==> run_1/wires.png <==
Scale: 4 px per um.
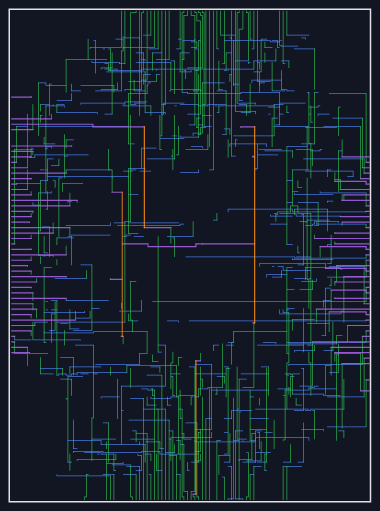
==> run_1/power_grid.png <==
Scale: 3 px per um. Pins as bars on the die edge.
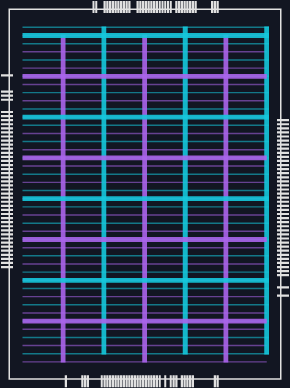
==> run_1/clk_routes.png <==
Scale: 2 px per um.
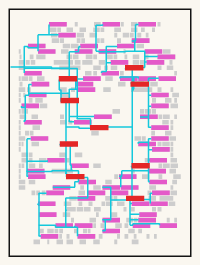
`config.mk`:
```
export PLATFORM = sky130hd
export DESIGN_NAME = id_ex_stage_flat
export DESIGN_NICKNAME = d
export VERILOG_FILES = /design/src/rtl/id_ex_stage_if.sv /design/src/rtl/id_ex_stage.sv /design/src/flat_wrapper.sv
export SDC_FILE = /design/constraint.sdc
export NUM_CORES = 1
export LEC_CHECK = 0
export CORE_ASPECT_RATIO = 1.4
export CORE_MARGIN = 4
export CORE_UTILIZATION = 25
export CTS_CLUSTER_DIAMETER = 200
export CTS_CLUSTER_SIZE = 24
export DETAILED_ROUTE_END_ITERATION = 8
export GPL_TIMING_DRIVEN = 0
export REMOVE_ABC_BUFFERS = 1
export SLEW_MARGIN = 20
export SYNTH_ARGS = -nofsm -noshare
export SYNTH_HDL_FRONTEND = slang
export SYNTH_SLANG_ARGS = --single-unit
```
`constraint.sdc`:
```
create_clock -name clk -period 0.8 [get_ports clk]
set_input_delay 0.12 -clock clk [delete_from_list [all_inputs] [get_ports clk]]
set_output_delay 0.12 -clock clk [all_outputs]
set_load 0.01 [all_outputs]
```
`src/rtl/id_ex_stage_if.sv`:
```
// ID/EX stage bundle: decode-side inputs, flush, and the registered EX-side view plus stall status.
interface id_ex_stage_if #(
    parameter int DATA_W = 16,
    parameter int REG_AW = 3,
    parameter int CNT_W  = 16
);
    logic              id_valid;
    logic              id_reg_dst;
    logic              id_reg_write;
    logic              id_alu_src;
    logic              id_mem_write;
    logic              id_mem_read;
    logic              id_mem_to_reg;
    logic [1:0]        id_alu_op;
    logic [2:0]        id_funct;
    logic [REG_AW-1:0] id_rs;
    logic [REG_AW-1:0] id_rt;
    logic [REG_AW-1:0] id_rd;
    logic [DATA_W-1:0] id_rs_data;
    logic [DATA_W-1:0] id_rt_data;
    logic [DATA_W-1:0] id_imm;
    logic              ex_flush;

    logic              stall;
    logic              ex_valid;
    logic              ex_reg_write;
    logic              ex_alu_src;
    logic              ex_mem_write;
    logic              ex_mem_read;
    logic              ex_mem_to_reg;
    logic [1:0]        ex_alu_op;
    logic [2:0]        ex_funct;
    logic [REG_AW-1:0] ex_rs;
    logic [REG_AW-1:0] ex_rt;
    logic [REG_AW-1:0] ex_dst;
    logic [DATA_W-1:0] ex_rs_data;
    logic [DATA_W-1:0] ex_rt_data;
    logic [DATA_W-1:0] ex_imm;
    logic [CNT_W-1:0]  stall_count;

    modport master (
        output id_valid, id_reg_dst, id_reg_write, id_alu_src, id_mem_write, id_mem_read,
               id_mem_to_reg, id_alu_op, id_funct, id_rs, id_rt, id_rd, id_rs_data,
               id_rt_data, id_imm, ex_flush,
        input  stall, ex_valid, ex_reg_write, ex_alu_src, ex_mem_write, ex_mem_read,
               ex_mem_to_reg, ex_alu_op, ex_funct, ex_rs, ex_rt, ex_dst, ex_rs_data,
               ex_rt_data, ex_imm, stall_count
    );

    modport slave (
        input  id_valid, id_reg_dst, id_reg_write, id_alu_src, id_mem_write, id_mem_read,
               id_mem_to_reg, id_alu_op, id_funct, id_rs, id_rt, id_rd, id_rs_data,
               id_rt_data, id_imm, ex_flush,
        output stall, ex_valid, ex_reg_write, ex_alu_src, ex_mem_write, ex_mem_read,
               ex_mem_to_reg, ex_alu_op, ex_funct, ex_rs, ex_rt, ex_dst, ex_rs_data,
               ex_rt_data, ex_imm, stall_count
    );
endinterface

```
`src/rtl/id_ex_stage.sv`:
```
// ID/EX pipeline register with load-use hazard stall and a saturating stall counter.
// Define LOAD_USE_STALL_EN to enable hazard detection; without it the compiler pads loads with NOPs.
module id_ex_stage #(
    parameter int DATA_W = 16,
    parameter int REG_AW = 3,
    parameter int CNT_W  = 16
) (
    input logic          clk,
    input logic          rst_n,
    id_ex_stage_if.slave bus
);

    typedef struct packed {
        logic              valid;
        logic              reg_write;
        logic              alu_src;
        logic              mem_write;
        logic              mem_read;
        logic              mem_to_reg;
        logic [1:0]        alu_op;
        logic [2:0]        funct;
        logic [REG_AW-1:0] rs;
        logic [REG_AW-1:0] rt;
        logic [REG_AW-1:0] dst;
        logic [DATA_W-1:0] rs_data;
        logic [DATA_W-1:0] rt_data;
        logic [DATA_W-1:0] imm;
    } ex_bundle_t;

    ex_bundle_t ex_q;
    ex_bundle_t id_bundle;
    logic       stall_int;

    // An invalid ID slot carries no control, so it can never write or touch memory in EX.
    always_comb begin
        id_bundle            = '0;
        id_bundle.valid      = bus.id_valid;
        id_bundle.reg_write  = bus.id_valid & bus.id_reg_write;
        id_bundle.alu_src    = bus.id_valid & bus.id_alu_src;
        id_bundle.mem_write  = bus.id_valid & bus.id_mem_write;
        id_bundle.mem_read   = bus.id_valid & bus.id_mem_read;
        id_bundle.mem_to_reg = bus.id_valid & bus.id_mem_to_reg;
        id_bundle.alu_op     = bus.id_valid ? bus.id_alu_op : 2'b00;
        id_bundle.funct      = bus.id_funct;
        id_bundle.rs         = bus.id_rs;
        id_bundle.rt         = bus.id_rt;
        id_bundle.dst        = (bus.id_valid & bus.id_reg_dst) ? bus.id_rd : bus.id_rt;
        id_bundle.rs_data    = bus.id_rs_data;
        id_bundle.rt_data    = bus.id_rt_data;
        id_bundle.imm        = bus.id_imm;
    end

`ifdef LOAD_USE_STALL_EN
    logic             reads_rt;
    logic             hazard;
    logic [CNT_W-1:0] stall_cnt_q;

    // Only R-type and SW read rt; a load's rt is its destination, not a source.
    always_comb begin
        reads_rt = bus.id_reg_dst | bus.id_mem_write;
        hazard   = ex_q.valid & ex_q.mem_read & bus.id_valid & (ex_q.dst != '0)
                 & ((ex_q.dst == bus.id_rs) | (reads_rt & (ex_q.dst == bus.id_rt)));
    end

    assign stall_int = hazard & ~bus.ex_flush;

    always_ff @(posedge clk or negedge rst_n) begin
        if (!rst_n) begin
            stall_cnt_q <= '0;
        end else if (stall_int && !(&stall_cnt_q)) begin
            stall_cnt_q <= stall_cnt_q + CNT_W'(1);
        end
    end

    assign bus.stall_count = stall_cnt_q;
`else
    assign stall_int       = 1'b0;
    assign bus.stall_count = {CNT_W{1'b0}};
`endif

    always_ff @(posedge clk or negedge rst_n) begin
        if (!rst_n) begin
            ex_q <= '0;
        end else if (bus.ex_flush || stall_int) begin
            ex_q <= '0;
        end else begin
            ex_q <= id_bundle;
        end
    end

    assign bus.stall         = stall_int;
    assign bus.ex_valid      = ex_q.valid;
    assign bus.ex_reg_write  = ex_q.reg_write;
    assign bus.ex_alu_src    = ex_q.alu_src;
    assign bus.ex_mem_write  = ex_q.mem_write;
    assign bus.ex_mem_read   = ex_q.mem_read;
    assign bus.ex_mem_to_reg = ex_q.mem_to_reg;
    assign bus.ex_alu_op     = ex_q.alu_op;
    assign bus.ex_funct      = ex_q.funct;
    assign bus.ex_rs         = ex_q.rs;
    assign bus.ex_rt         = ex_q.rt;
    assign bus.ex_dst        = ex_q.dst;
    assign bus.ex_rs_data    = ex_q.rs_data;
    assign bus.ex_rt_data    = ex_q.rt_data;
    assign bus.ex_imm        = ex_q.imm;

endmodule

```
`src/flat_wrapper.sv`:
```
// flat-port wrapper written by rule: the top's interface ports become plain ports
module id_ex_stage_flat 
#(
    parameter int DATA_W = 16,
    parameter int REG_AW = 3,
    parameter int CNT_W  = 16
)
  (clk, rst_n, bus_id_valid, bus_id_reg_dst, bus_id_reg_write, bus_id_alu_src, bus_id_mem_write, bus_id_mem_read, bus_id_mem_to_reg, bus_id_alu_op, bus_id_funct, bus_id_rs, bus_id_rt, bus_id_rd, bus_id_rs_data, bus_id_rt_data, bus_id_imm, bus_ex_flush, bus_stall, bus_ex_valid, bus_ex_reg_write, bus_ex_alu_src, bus_ex_mem_write, bus_ex_mem_read, bus_ex_mem_to_reg, bus_ex_alu_op, bus_ex_funct, bus_ex_rs, bus_ex_rt, bus_ex_dst, bus_ex_rs_data, bus_ex_rt_data, bus_ex_imm, bus_stall_count);
  id_ex_stage_if #(.DATA_W(DATA_W), .REG_AW(REG_AW), .CNT_W(CNT_W)) bus_i ();
  input logic clk;
  input logic rst_n;
  input wire logic [$bits(bus_i.id_valid)-1:0] bus_id_valid;
  input wire logic [$bits(bus_i.id_reg_dst)-1:0] bus_id_reg_dst;
  input wire logic [$bits(bus_i.id_reg_write)-1:0] bus_id_reg_write;
  input wire logic [$bits(bus_i.id_alu_src)-1:0] bus_id_alu_src;
  input wire logic [$bits(bus_i.id_mem_write)-1:0] bus_id_mem_write;
  input wire logic [$bits(bus_i.id_mem_read)-1:0] bus_id_mem_read;
  input wire logic [$bits(bus_i.id_mem_to_reg)-1:0] bus_id_mem_to_reg;
  input wire logic [$bits(bus_i.id_alu_op)-1:0] bus_id_alu_op;
  input wire logic [$bits(bus_i.id_funct)-1:0] bus_id_funct;
  input wire logic [$bits(bus_i.id_rs)-1:0] bus_id_rs;
  input wire logic [$bits(bus_i.id_rt)-1:0] bus_id_rt;
  input wire logic [$bits(bus_i.id_rd)-1:0] bus_id_rd;
  input wire logic [$bits(bus_i.id_rs_data)-1:0] bus_id_rs_data;
  input wire logic [$bits(bus_i.id_rt_data)-1:0] bus_id_rt_data;
  input wire logic [$bits(bus_i.id_imm)-1:0] bus_id_imm;
  input wire logic [$bits(bus_i.ex_flush)-1:0] bus_ex_flush;
  output wire logic [$bits(bus_i.stall)-1:0] bus_stall;
  output wire logic [$bits(bus_i.ex_valid)-1:0] bus_ex_valid;
  output wire logic [$bits(bus_i.ex_reg_write)-1:0] bus_ex_reg_write;
  output wire logic [$bits(bus_i.ex_alu_src)-1:0] bus_ex_alu_src;
  output wire logic [$bits(bus_i.ex_mem_write)-1:0] bus_ex_mem_write;
  output wire logic [$bits(bus_i.ex_mem_read)-1:0] bus_ex_mem_read;
  output wire logic [$bits(bus_i.ex_mem_to_reg)-1:0] bus_ex_mem_to_reg;
  output wire logic [$bits(bus_i.ex_alu_op)-1:0] bus_ex_alu_op;
  output wire logic [$bits(bus_i.ex_funct)-1:0] bus_ex_funct;
  output wire logic [$bits(bus_i.ex_rs)-1:0] bus_ex_rs;
  output wire logic [$bits(bus_i.ex_rt)-1:0] bus_ex_rt;
  output wire logic [$bits(bus_i.ex_dst)-1:0] bus_ex_dst;
  output wire logic [$bits(bus_i.ex_rs_data)-1:0] bus_ex_rs_data;
  output wire logic [$bits(bus_i.ex_rt_data)-1:0] bus_ex_rt_data;
  output wire logic [$bits(bus_i.ex_imm)-1:0] bus_ex_imm;
  output wire logic [$bits(bus_i.stall_count)-1:0] bus_stall_count;
  assign bus_i.id_valid = bus_id_valid;
  assign bus_i.id_reg_dst = bus_id_reg_dst;
  assign bus_i.id_reg_write = bus_id_reg_write;
  assign bus_i.id_alu_src = bus_id_alu_src;
  assign bus_i.id_mem_write = bus_id_mem_write;
  assign bus_i.id_mem_read = bus_id_mem_read;
  assign bus_i.id_mem_to_reg = bus_id_mem_to_reg;
  assign bus_i.id_alu_op = bus_id_alu_op;
  assign bus_i.id_funct = bus_id_funct;
  assign bus_i.id_rs = bus_id_rs;
  assign bus_i.id_rt = bus_id_rt;
  assign bus_i.id_rd = bus_id_rd;
  assign bus_i.id_rs_data = bus_id_rs_data;
  assign bus_i.id_rt_data = bus_id_rt_data;
  assign bus_i.id_imm = bus_id_imm;
  assign bus_i.ex_flush = bus_ex_flush;
  assign bus_stall = bus_i.stall;
  assign bus_ex_valid = bus_i.ex_valid;
  assign bus_ex_reg_write = bus_i.ex_reg_write;
  assign bus_ex_alu_src = bus_i.ex_alu_src;
  assign bus_ex_mem_write = bus_i.ex_mem_write;
  assign bus_ex_mem_read = bus_i.ex_mem_read;
  assign bus_ex_mem_to_reg = bus_i.ex_mem_to_reg;
  assign bus_ex_alu_op = bus_i.ex_alu_op;
  assign bus_ex_funct = bus_i.ex_funct;
  assign bus_ex_rs = bus_i.ex_rs;
  assign bus_ex_rt = bus_i.ex_rt;
  assign bus_ex_dst = bus_i.ex_dst;
  assign bus_ex_rs_data = bus_i.ex_rs_data;
  assign bus_ex_rt_data = bus_i.ex_rt_data;
  assign bus_ex_imm = bus_i.ex_imm;
  assign bus_stall_count = bus_i.stall_count;
  id_ex_stage #(.DATA_W(DATA_W), .REG_AW(REG_AW), .CNT_W(CNT_W)) u_core (.clk(clk), .rst_n(rst_n), .bus(bus_i));
endmodule
```
==> summary.txt, run 1 <==
Notes on the physical implementation.

- Static timing analysis puts the maximum clock frequency at 1060 MHz.
- The critical path data required time is 0.68 ns, for reference.
- The finished layout reports a core utilization of approximately 44%.
- Across all layers, the routed design uses 1596 vias.
- Per the detail_route log, met2 wirelength is 3.14 mm.
- The TritonCTS clock tree is built, for reference.
- TritonRoute reported its final design rule violation total as 0.
- The number of clock buffers added by TritonCTS is 9.
- The startpoint kind of the worst setup timing path is a flop, for reference.
- After synthesis, the netlist uses 7 different library cells.
- The total placed instance area is approximately 0.0038 mm2, for reference.
- The chip occupies 0.0110 mm2.
- During placement, the flow inserted port buffers numbering 139.
- The type of the tightest min-delay check is primary input to asynchronous set/reset pin, for reference.
- The beginning of the critical path is u_core.bus.ex_alu_op[1], for reference.
- Per report_power, the Combinational row totals 0.00103 W.
- The final tally of hold violations is 33, for reference.
- The number of buffers on the longest clock path is 2, for reference.
- The report lists the cells along the critical path as buf_2.
- The library cell used most frequently in the layout, excluding fill and tap cells, is dfrtp_1.
- The sequential logic power is 0.00367 W, for reference.
- In this run the mean area of a mapped cell was 14.3 um2.
- Clock network power for this build is 0.00457 W.
- The number of antenna-violating nets in the routed design is 0, for reference.
- For this run, the register share of the synthesized area comes to 72.4%.
- The maximum VDD drop is roughly 0.0013 V, for reference.
- The checks that failed: hold timing, setup timing.
- The largest fanout on the critical path is 1, for reference.
- Per the detail_route log, the uppermost layer with routed signals is met4.
- The post-route total power is just over 0.009 W, for reference.
- The last weighted congestion value of the routability-driven placer is a little under 0.7, for reference.
- The initial antenna violation count is 0, for reference.
- Synthesis produced about 160 cells.
- The library cells used most frequently in the layout, excluding fill and tap cells, are dfrtp_1, clkdlybuf4s50_1, nor2b_1, buf_2, buf_6.
- The H-tree depth reported by CTS is 3, for reference.
- During I/O placement, the number of pins put on the boundary was 157.
- Cell internal power was estimated by the tool at 0.00745 W.
- The total routing resource utilization after global routing is a little over a tenth, for reference.
- The worst-case hold slack is -0.255 ns, for reference.
- Looking at area per cell type in the netlist, the leader is dfrtp_1.
- The kind of end point of the critical path is a primary output, for reference.
- Ranked by total cell area, the synthesized netlist is headed by dfrtp_1, nor2b_1, buf_4, and2_1, mux2_2.
- The run finished, with violations left.
- The wire length recorded after detailed routing is a little under 6 mm.
- The worst path uses 117% of the clock period.
- TritonRoute output was used to compute an average wire per cell of 14.2 um.
- Using the TritonRoute via totals, the vias-per-cell ratio works out to 3.79.
- Counting I/O delays and the setup requirement, the final critical path takes 0.940 ns.
- The cell with the largest stage delay on the worst path is dfrtp_1, for reference.
- The number of antenna diodes in the final layout is 0.
- The number of warnings reported in the yosys synthesis log is 0, for reference.
- For this design the static power due to leakage is 1.96 nW.
- Once layout is complete, the cells apart from fillers number 421.
- In the power breakdown, the biggest contributor is the clock network.
- The total setup violations reported at the end of the flow is 68, for reference.
- Looking at the post-CTS report, the setup buffer insertion count equals 0.
- The area growth from synthesis to layout is 71.3%.
- The area of all placed cells without fillers is 0.00403 mm2, for reference.
- The pin count of the biggest net entering global routing is 36, for reference.
- The placement row count is 41, for reference.
- The TritonCTS sink count is 68, for reference.
- The library cell used as clock root buffer is clkbuf_16, for reference.
- Timing analysis after detailed placement gives a worst setup slack of -0.484 ns.
- The area share of the leading cell type in the synthesized netlist is 72.4%, for reference.
- Setup repair after global routing could not meet its margin everywhere.
- Data on the critical path arrives at its endpoint at between 0.8 and 0.9 ns.
- The vertical die dimension is 123 um, for reference.
- The count of instances resized after the clock tree is built is 298, for reference.
- The overflow left after global routing is 0, for reference.
- The first global-routing pass estimated 9.27 mm of wire.
- The estimated wirelength of the detail-placed design is 4.61 mm, for reference.
- The stage delay of the slowest cell on the critical path is 0.37 ns, for reference.
- The number of buffer and inverter instances along the worst setup path is 1, for reference.
- After routing, the total negative slack on setup checks comes to -8.58 ns.
- The critical path in the final layout is reported with a setup slack of -0.140 ns.
- The number of design-rule violations left by the first detailed-router iteration is 24, for reference.
- The stat command in Yosys gives a chip area of 0.00235 mm2.
- The switching part of the total is 19.7%, for reference.
- The first TritonRoute pass finished after 2 iterations.
- Once the floorplan was initialized, standard cells occupied 25.9% of the core.
- The capture point of the critical path was reported as bus_ex_alu_op[1].
- The area of the core region is 0.00908 mm2, for reference.
- The type of the worst setup path is flop to primary output, for reference.
- The total stage count of the critical path is 1, for reference.
- For reference, the final report shows the max-slew violation count at 0.
Notes on wires.png above:
layer	color	wire length
metal 4	orange	144 um
metal 3	purple	600 um
metal 1	blue	2080 um
metal 2	green	3140 um

Notes on power_grid.png above:
net	color
VSS	purple
VDD	cyan
met1 rails	42
rows	41
signal pins	157

Notes on clk_routes.png above:
[flip-flops] magenta | count: 68
[clock drivers] red | count: 9
[clock wires] cyan | length: 903 um
flops lie	all over the die

==> run 1: per-layer routing <==
layer  GRT usage [%]  vias up
met5               0        -
met4            6.23        0
met3            4.29       12
met2            19.0       93
met1            11.2      741
li1                -      750
==> run 1: cell type report <==
cell class                 instances  area, um2
fill                             853       5050
multi-input combinational         89        543
clock buffer                      12        256
sequential                        68       1700
timing repair buffer             141       1300
tap                              107        134
clock inverter                     4       95.1
==> run 1: cell usage after synthesis (all sizes together) <==
master and n:
and2 8, buf 23, conb 1, dfrtp 68, mux2 3, nor2b 61
==> run 1: logic make-up after synthesis <==
family        count (synthesis)  share of synthesized area, %
buf+inv                      23                          7.34
flops                        68                          72.4
mux                           3                          1.44
other cells                   1                         0.160
simple gates                 69                          18.7
==> run_1/clocks.png <==
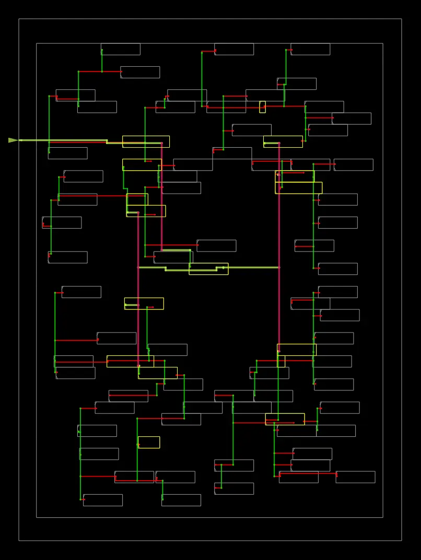

==> inputs of run 2 (changes only) <==
--- a/config.mk
+++ b/config.mk
@@ -6,7 +6,7 @@
 export NUM_CORES = 1
 export LEC_CHECK = 0
 export CORE_ASPECT_RATIO = 1.4
-export CORE_MARGIN = 4
+export CORE_MARGIN = 2
 export CORE_UTILIZATION = 25
 export CTS_CLUSTER_DIAMETER = 200
 export CTS_CLUSTER_SIZE = 24
==> run_2/clocks.png <==
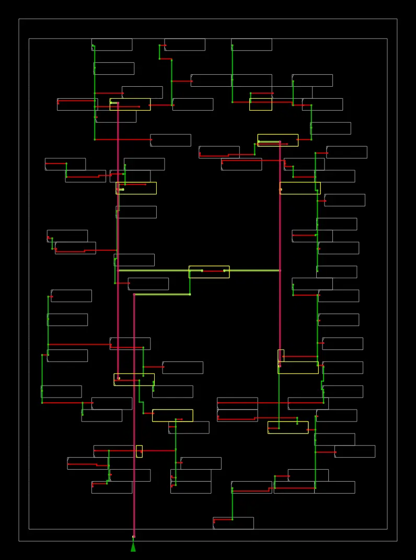
sink count of the clock tree: 68
Seq cells: 68
Clock Buffer Count: 12
number of buffers created by CTS: 9
clock group total power: 0.00333 W

==> run 2 against run 1 <==
Critical path type unchanged. Clock power is 27% lower. Final area is 4.4% lower. The flow finishes with violations (setup timing). Count of clock-buffer cells in the layout stayed put. Die size is 7.6% lower. Non-clock buffer count is 1 higher. Power is 14% lower.
==> summary.txt, run 2 <==
Notes on the physical implementation.

- The post-synthesis cell count from yosys is 164, for reference.
- The final layout report lists a filler cell count of ~880.
- The switching part of the total is between 20% and 30%, for reference.
- Sorting the synthesized cells by how often they occur yields dfrtp_1, nor2b_1, buf_4.
- Endpoints failing hold in the final report were tallied at 0.
- Entering global routing, the biggest net connects 50 pins.
- The core utilization before placement is 25.9%, for reference.
- The final wirelength is 5.55 mm, for reference.
- After synthesis the netlist holds a flip-flop and latch count of about 68.
- On the reported timing paths, the clock transition at the registers reads 0.05 ns.
- The warning total across the stage logs is 27, for reference.
- The timing report notes that buffer and inverter cells on the critical path total 1.
- For this run, the detailed router reports a per-instance via density of 3.83.
- The arrival time at the worst endpoint is 0.82 ns, for reference.
- The area of the core region is 0.00908 mm2, for reference.
- The floorplan die width is roughly 86 um, for reference.
- The proportion of synthesized flip-flops having asynchronous set or reset is 100%, for reference.
- The worst setup path is captured at a primary output.
- For the finished layout, the period the worst path requires is approximately 0.94 ns.
- Per the run summary, max-cap violations total 0.
- The number of antenna-violating nets in the routed design is 0, for reference.
- The post-route total power is approximately 0.008 W, for reference.
- The leakage power is between 1.5 and 2 nW, for reference.
- In the final layout, non-clock buffers account for 31.8% of the cell area.
- The number of antenna cells inserted is 0, for reference.
- The share of the core filled with cells is 42.4%, for reference.
- The startpoint kind of the worst setup timing path is a flop, for reference.
- The overflow left after global routing is 0, for reference.
- The growth of design area from synthesis to finish is 63.7%, for reference.
- The clock passes through at most 2 buffers.
- Once placement finished, the instance area stood at 0.00380 mm2.
- The family with the most delay on the worst path is flip-flops, for reference.
- In the layout the commonest cells are dfrtp_1, clkdlybuf4s50_1, nor2b_1, buf_2, buf_6.
- The net switching component of the power is 0.00168 W, for reference.
- The sequential logic power is 0.00367 W, for reference.
- The cell count after synthesis came out at 164.
- The area of all placed cells without fillers is approximately 0.0038 mm2, for reference.
- In the power breakdown, the biggest contributor is sequential cells.
- The post-route setup TNS is -8.57 ns, for reference.
- Per the layout report, the design carries 0 non-clock inverters.
- The routed design shows a wire length per standard cell of 13.3 um.
- The class occupying the most area after layout is reported as registers.
- The report lists the cells along the critical path as buf_6.
- The number of different library cells used by synthesis comes to 7.
- In the final layout, clock buffers and inverters account for 6.40% of the cell area.
- The initial antenna violation count came to 0.
- The via count of the first global-routing pass came to 1691.
- The final reports fail on setup timing.
- Global routing consumed, over all layers together, a little under an eighth of the routing resources.
- The combinational gate area is 543 um2, for reference.
- Setup repair after global routing could not meet its margin everywhere.
- The area share of the leading cell type in the synthesized netlist is 72.4%, for reference.
- The clock H-tree reported by CTS has 3 levels.
- The overall die size recorded for this design is just over 0.01 mm2.
- Of the total power, the clock network draws 41.7%.
- The part of the power in registers is 45.8%, for reference.
- The first global-routing pass estimated roughly 8.7 mm of wire.
- The last weighted congestion value of the routability-driven placer is 0.707, for reference.
- The internal power is 0.00632 W, for reference.
- The part of the total power dissipated in combinational logic is 12.5%, for reference.
- The run finished, with violations left.
- For this run, the slowest stage of the critical path takes 0.38 ns.
- The critical path data required time is approximately 0.7 ns, for reference.
- The vertical die dimension is about 120 um, for reference.
- The synthesized design contains 0 enable-type register cells.
- The cell type contributing the most total cell area after synthesis is dfrtp_1, for reference.
- The post-route worst setup slack is -0.140 ns, for reference.
- In this run, the number of DRC markers left after iteration 0 of detailed routing was 29.
- The total setup violations reported at the end of the flow is 68, for reference.
- The power density over the cells is 2080 mW/mm2, for reference.
- The cell with the largest stage delay on the worst path is dfrtp_1, for reference.
- In the final layout, flip-flops and latches occupy approximately 0.0017 mm2.
- After the last flow step, the layout net total stands at 382.
- STA on the placed design reports a worst setup slack of -0.486 ns.
- The area of the mapped netlist is 0.00235 mm2, for reference.
- In the final report, the number of pins over their slew limit comes to 0.
- As logged by OpenROAD, the buffers inserted on ports number 139.
- After layout, the buffer instance count without clock buffers stands at 142.
- For this run, the chip area from Yosys synthesis comes to around 0.0024 mm2.
- After detailed placement, the design holds a cell count of 405.
- The type of the worst setup path is flop to primary output, for reference.
- After synthesis, flip-flops and latches occupy 72.4% of the total area.
- The endpoint of the worst setup timing path is bus_ex_valid, for reference.
- The beginning of the critical path is u_core.bus.ex_valid, for reference.
- The initialized floorplan defines 41 standard-cell rows.
- After detailed routing, the number of remaining DRC violations is 0.
- The estimated wirelength of the detail-placed design is around 4.2 mm, for reference.
- For this floorplan the total number of well-tap instances is 107.
- The detailed router placed 1601 vias in this run.
- In this run, power in combinational logic comes to ~0.0010 W.
- The primary flip-flop cell chosen by synthesis mapping is dfrtp_1, for reference.
- The iteration count of the initial detailed-routing pass is 4, for reference.
- The cell sitting at the root of the clock tree is a clkbuf_16.
- Cells with a size suffix above 1 make up ~28% of the layout.
- The fraction of cell area in sequential cells is reported as 44.2%.
- In the post-synthesis netlist, the biggest area contributors are dfrtp_1, nor2b_1, buf_4, and2_1, mux2_2.
- The number of warnings reported in the yosys synthesis log is 0, for reference.
- For this design the top-level I/O count stands at 157.
- The final cycle utilization of the critical path is 117%, for reference.
- Across all hold checks on the routed design, the worst slack comes to 0.218 ns.
- The multi-input combinational gate total is 89, for reference.
- The type of the tightest min-delay check is primary input to asynchronous set/reset pin, for reference.
- The most frequent cell after synthesis is dfrtp_1, for reference.
- The maximum VDD drop is ~0.00095 V, for reference.
- The achievable clock frequency is 1060 MHz, for reference.
- The largest fanout on the critical path is 1, for reference.
- The TritonCTS clock tree is built, for reference.
- The total stage count of the critical path is 1, for reference.
- The mean instance size in the synthesized netlist is around 14 um2, for reference.
==> run_2/logic_types.png <==
Scale: 2 px per um.
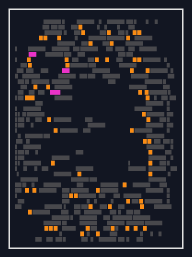
family	color	cells
multiplexers	magenta	3
NOR gates	orange	61
final non-filler cell total: 418
logic share of the area: 14.1%
most numerous logic cell after layout: dfrtp_1

[run 2: cell counts after synthesis]
Identical to the previous run, type by type.
[run 2: metal layers]
| layer | vias up | track usage (%) | part of all wire (%) |
|---|---|---|---|
| met3 | 12 | 2.79 | 8.0 |
| met1 | 746 | 12.3 | 36 |
| met2 | 93 | 19.3 | 53 |
| li1 | 750 | - | - |
| met4 | 0 | 8.73 | 3.6 |
| met5 | - | 0 | 0 |
[run 2: logic make-up after synthesis]
kind of cell	after synthesis	share of synthesized area, %
mux	3	1.44
buf+inv	23	7.34
other cells	1	0.160
simple gates	69	18.7
flops	68	72.4
[run 2: timing repair]
action                     4_1_cts  5_1_grt
hold endpoints to repair        23        0
gates resized                  287       13
setup buffers                    0        0
pin swaps                        1        0
cloned                           0        0
setup endpoints to repair       71      120
hold buffers                     1        0
Power is estimated from default activity; no workload was simulated.
